### config.mk
export PLATFORM = sky130hd
export DESIGN_NAME = cape_stream
export DESIGN_NICKNAME = d
export VERILOG_FILES = /design/src/rtl/cape_pkg.sv /design/src/rtl/cape_stream_skip_ctr.sv /design/src/rtl/cape_stream.sv
export SDC_FILE = /design/constraint.sdc
export NUM_CORES = 1
export LEC_CHECK = 0
export ABC_AREA = 0
export ABC_CLOCK_PERIOD_IN_PS = 6700
export CAP_MARGIN = 20
export CORE_MARGIN = 10
export CORE_UTILIZATION = 60
export CTS_CLUSTER_SIZE = 14
export DETAILED_ROUTE_END_ITERATION = 16
export GPL_TIMING_DRIVEN = 0
export PLACE_DENSITY = 0.81
export SLEW_MARGIN = 30
export SYNTH_ARGS = -nofsm -noshare
export SYNTH_HDL_FRONTEND = slang
export SYNTH_HIERARCHICAL = 1
export SYNTH_SLANG_ARGS = --single-unit
### constraint.sdc
create_clock -name clk -period 6.7 [get_ports clk]
set_input_delay 1.005 -clock clk [delete_from_list [all_inputs] [get_ports clk]]
set_output_delay 1.005 -clock clk [all_outputs]
set_load 0.005 [all_outputs]
### src/rtl/cape_pkg.sv
// Shared types and mask helpers for the cape_stream SC bit-stream generator.
// Masks are computed at MAX_W bits; callers keep the low WIDTH bits.
package cape_pkg;

  localparam int MAX_W = 32;

  typedef enum logic {
    S_IDLE = 1'b0,
    S_RUN  = 1'b1
  } state_t;

  // Keeps bits width-1..width-p; p falls back to width when prec is 0 or too large.
  function automatic logic [MAX_W-1:0] prec_mask(input int prec, input int width);
    int p;
    logic [MAX_W-1:0] m;
    p = (prec == 0 || prec > width) ? width : prec;
    m = '0;
    for (int k = 0; k < MAX_W; k++) begin
      if (k < width && k >= width - p) m[k] = 1'b1;
    end
    return m;
  endfunction

  // Trailing-zero run of x within width bits; all ones when x is zero.
  function automatic logic [MAX_W-1:0] tz_mask(input logic [MAX_W-1:0] x, input int width);
    logic run;
    logic [MAX_W-1:0] m;
    m = '0;
    run = 1'b1;
    for (int k = 0; k < MAX_W; k++) begin
      if (k < width) begin
        if (x[k]) run = 1'b0;
        if (run) m[k] = 1'b1;
      end
    end
    return m;
  endfunction

endpackage

### src/rtl/cape_stream_skip_ctr.sv
// Bypass-aware interleaved counter: bypassed bits read as ones for carry
// propagation but are always stored as zero.
module cape_skip_ctr #(
  parameter int N = 64
) (
  input  logic         clk,
  input  logic         rst_n,
  input  logic         clr,
  input  logic         en,
  input  logic [N-1:0] bp,
  output logic [N-1:0] cnt,
  output logic         last
);

  logic [N-1:0] filled;
  logic [N-1:0] cnt_inc;

  assign filled  = cnt | bp;
  assign cnt_inc = (filled + N'(1)) & ~bp;
  assign last    = &filled;

  always_ff @(posedge clk or negedge rst_n) begin
    if (!rst_n) begin
      cnt <= '0;
    end else if (clr) begin
      cnt <= '0;
    end else if (en) begin
      cnt <= cnt_inc;
    end
  end

endmodule

### src/rtl/cape_stream.sv
// Handshaked correlated SC bit-stream generator: latches operands on start and
// emits one NUM_INPUTS-wide bit-vector per accepted beat, optionally early-terminating.
module cape_stream
  import cape_pkg::*;
#(
  parameter int WIDTH      = 8,
  parameter int NUM_INPUTS = 8,
  localparam int CW        = WIDTH * NUM_INPUTS,
  localparam int PW        = $clog2(WIDTH + 1)
) (
  input  logic                                  clk,
  input  logic                                  rst_n,
  input  logic                                  start,
  input  logic                                  abort,
  input  logic [NUM_INPUTS-1:0][WIDTH-1:0]      bxs,
  input  logic [PW-1:0]                         prec,
  input  logic                                  et_en,
  output logic                                  busy,
  output logic                                  out_valid,
  input  logic                                  out_ready,
  output logic [NUM_INPUTS-1:0]                 xs,
  output logic                                  last,
  output logic                                  done,
  output logic [CW:0]                           len
);

  state_t state, state_nxt;

  logic [NUM_INPUTS-1:0][WIDTH-1:0] bxm;
  logic                             et_q;
  logic [CW-1:0]                    bp;
  logic [CW-1:0]                    cnt;
  logic                             ctr_last;
  logic [MAX_W-1:0]                 pmask;
  logic [MAX_W-1:0]                 tzm;
  logic [WIDTH-1:0]                 val;
  logic                             run;
  logic                             accept;
  logic                             beat;

  assign run    = (state == S_RUN);
  assign accept = (state == S_IDLE) && start;
  // abort wins over a simultaneous beat, so it never advances the stream
  assign beat   = run && out_ready && !abort;
  assign pmask  = prec_mask(int'(prec), WIDTH);

  always_ff @(posedge clk or negedge rst_n) begin
    if (!rst_n) state <= S_IDLE;
    else        state <= state_nxt;
  end

  always_comb begin
    state_nxt = state;
    case (state)
      S_IDLE: if (start) state_nxt = S_RUN;
      S_RUN:  if (abort || (out_ready && ctr_last)) state_nxt = S_IDLE;
      default: state_nxt = S_IDLE;
    endcase
  end

  always_comb begin
    busy      = 1'b0;
    out_valid = 1'b0;
    if (state == S_RUN) begin
      busy      = 1'b1;
      out_valid = 1'b1;
    end
  end

  always_ff @(posedge clk or negedge rst_n) begin
    if (!rst_n) begin
      bxm  <= '0;
      et_q <= 1'b0;
      len  <= '0;
      done <= 1'b0;
    end else begin
      done <= beat && ctr_last;
      if (accept) begin
        for (int i = 0; i < NUM_INPUTS; i++) bxm[i] <= bxs[i] & pmask[WIDTH-1:0];
        et_q <= et_en;
        len  <= '0;
      end else if (beat) begin
        len <= len + (CW+1)'(1);
      end
    end
  end

  always_comb begin
    bp  = '0;
    tzm = '0;
    for (int i = 0; i < NUM_INPUTS; i++) begin
      tzm = tz_mask(MAX_W'(bxm[i]), WIDTH);
      for (int j = 0; j < WIDTH; j++) bp[j*NUM_INPUTS+i] = et_q & tzm[j];
    end
  end

  always_comb begin
    xs  = '0;
    val = '0;
    for (int i = 0; i < NUM_INPUTS; i++) begin
      for (int j = 0; j < WIDTH; j++) val[j] = cnt[j*NUM_INPUTS+i];
      xs[i] = run && (val < bxm[i]);
    end
  end

  assign last = run && ctr_last;

  cape_skip_ctr #(.N(CW)) u_ctr (
    .clk   (clk),
    .rst_n (rst_n),
    .clr   (accept),
    .en    (beat),
    .bp    (bp),
    .cnt   (cnt),
    .last  (ctr_last)
  );

endmodule

Fig. 1: cells coloured by class
Scale: 2 px per um.
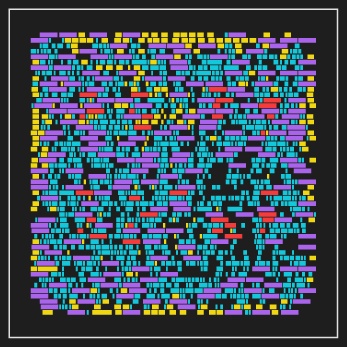
| class | colour | cells |
|---|---|---|
| remaining buffers and delay cells | yellow | 213 |
| remaining logic cells | cyan | 1180 |
| clock drivers and dummy loads | red | 32 |
| registers | purple | 196 |
Design Area, Final: 14930 um2
flop share of the area: 32.84%
Finished Core Util: 73.81%
Core ar.: 20230 um2
Placement Rows: 52

Fig. 2: cell sizes after repair
Scale: 2 px per um.
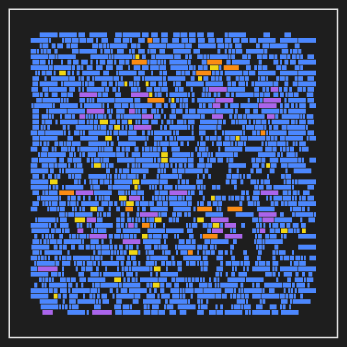
| size | colour | cells | share |
|---|---|---|---|
| x1 and smaller | blue | 1536 | 95% |
| x3 and x4 | orange | 14 | 0.86% |
| x6 and larger | purple | 35 | 2.2% |
| x2 | yellow | 36 | 2.2% |
Signal buffers: 213
worst setup margin: 279.5 ps

==> impl_metrics.ini <==
; implementation run metrics
[run_status]
outcome = finished, final reports clean

[route]
drc = 0
drt_pass1_iterations = 9

[synth]
synth_cell_types = 79
yosys.area.top_type = dfrtp_1
ys_seq_elements = 196
ys_async_sr_fraction_pct = 100.0
yosysTopAreaCellShare_pct = 39.74

[worst_setup_path]
rr_worst_depth = 11
cp-end-kind = output port
startpoint = et_q
start_kind = flop

[cts]
clock-sinks = 196
cts_tree = yes
clkLatencyLatePin_ps = 460
clk_path_buf_depth = 2

[layout]
num-fill-cells = 1524
lay_top_count = dfrtp_1

[job]
warnings = 27

[pwr]
peakVddDrop_uv = 194.8

[sta]
relSlewSlack_pct = 31.15
rsz0062_at_grt = no
drv_slew = 0

[placed_design]
pre_cts_ws_ps = 206.1

[floorplanning]
chipArea_um2 = 26710
Fig. 3: metal 1
Scale: 3 px per um.
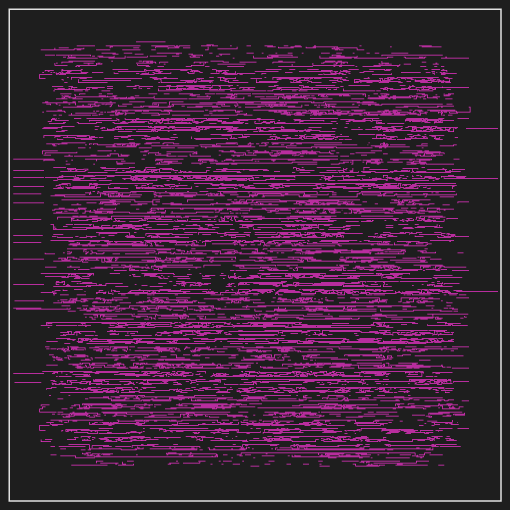
wire length on this layer: 16900 um
share of all routed wire: 40%
drt total wl: 42730 um
met1 usage: 41.35%
via count: 12450

Fig. 4: a small window of the routed layout
Window x 28 to 53, y 110 to 135 um. Cells in grey, sequential cells in the stronger grey; small squares are vias.
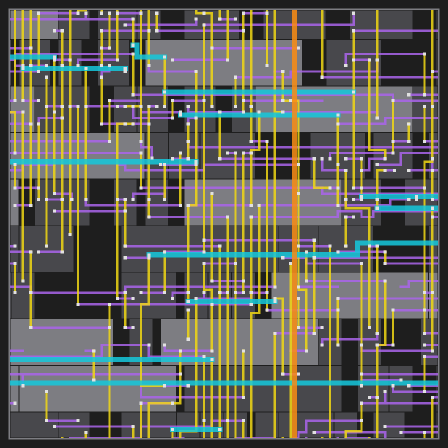
| layer | colour |
|---|---|
| M4 | orange |
| M1 | purple |
| M3 | cyan |
| M2 | yellow |
netlist names of flops here include: `len` (7), `bxm` (1)
cells with their middle in the window: 58
most frequent: nor2_1 (8), dfrtp_1 (8), xor2_1 (6)
sequential cells in the window: 8

## cell usage after synthesis (all sizes together), types with 11 or more instances
cell,n
or3,17
buf,13
nor2b,21
clkbuf,48
nor2,146
a31oi,16
nor4,37
and3,17
dfrtp,196
nand4,35
o21ai,80
nand2,153
a21oi,59
xor2,21
nor3,58
and4,11
nor3b,13
inv,109
xnor2,11
nand2b,13
o22ai,26
mux2i,20
or4,27
nand3,49
a21o,13
o31ai,25
ha,60
a311o,12
## critical path, stage by stage, from the launching register on
cell,delay (ps)
dfrtp_1,560
nor2b_1,220
nand2_1,120
nor3_2,420
nand2_1,200
nor2_1,310
o22ai_1,250
nor4_4,410
nand3_1,360
nand2b_1,310
or4_2,640
nor4_4,430
and2_1,180
clkdlybuf4s50_1,540
## where the power goes
group	switching (mW)	total [mW]	internal [mW]	leakage (nW)
Sequential	0.137	1.46	1.32	2.59
Clock	0.553	1.07	0.518	0.293
Combinational	0.620	1.02	0.399	3.51
## sequential cells by signal (all words and copies together), names as in the netlist
signal	count
len	65
bxm	64
u_ctr/cnt	64
done	1
et_q	1
run	1
## logic make-up after synthesis
kind of cell	count (synthesis)	share of synthesized area [%]
flops	196	39.74
compound gates	321	17.41
fa+ha+maj	60	6.082
mux	22	1.804
xor+xnor	32	2.271
simple gates	636	27.36
buf+inv	170	5.342
## worst max path at each step
stage / endpoint / slack, ps / cells after the start
2_1_floorplan: last / 2370 / 12
6_report: last / 280 / 13
3_3_place_gp: len[47] / -3900 / 1
5_1_grt: last / 70 / 13
4_1_cts: last / 1 / 13
3_5_place_dp: last / 210 / 13
## repair_timing
item / CTS / global route
cloned: 0 / 0
endpoints found under the hold margin: 0 / 0
endpoints found under the setup margin: 1 / 1
gates resized: 2 / 8
## metal layers
layer  vias up  routed length (um)  track usage (%)
li1       5592                   -                -
met1      5962               16890            41.35
met2       755               19480            48.87
met3       139                4632            8.432
met4         0                1726            13.61
met5         -                   0                0
## final cells by class
class / count / area, um2 / share of cell area [%]
antenna: 1 / 2.502 / 0.01676
buffer: 61 / 250.2 / 1.676
clock buffer: 18 / 439.2 / 2.941
clock inverter: 14 / 171.4 / 1.148
inverter: 109 / 409.1 / 2.740
multi-input combinational: 1071 / 6858 / 45.92
sequential: 196 / 4905 / 32.84
tap: 270 / 337.8 / 2.262
timing repair buffer: 152 / 1562 / 10.46
Power figures rest on the tool's default switching activity, not on a simulated workload.
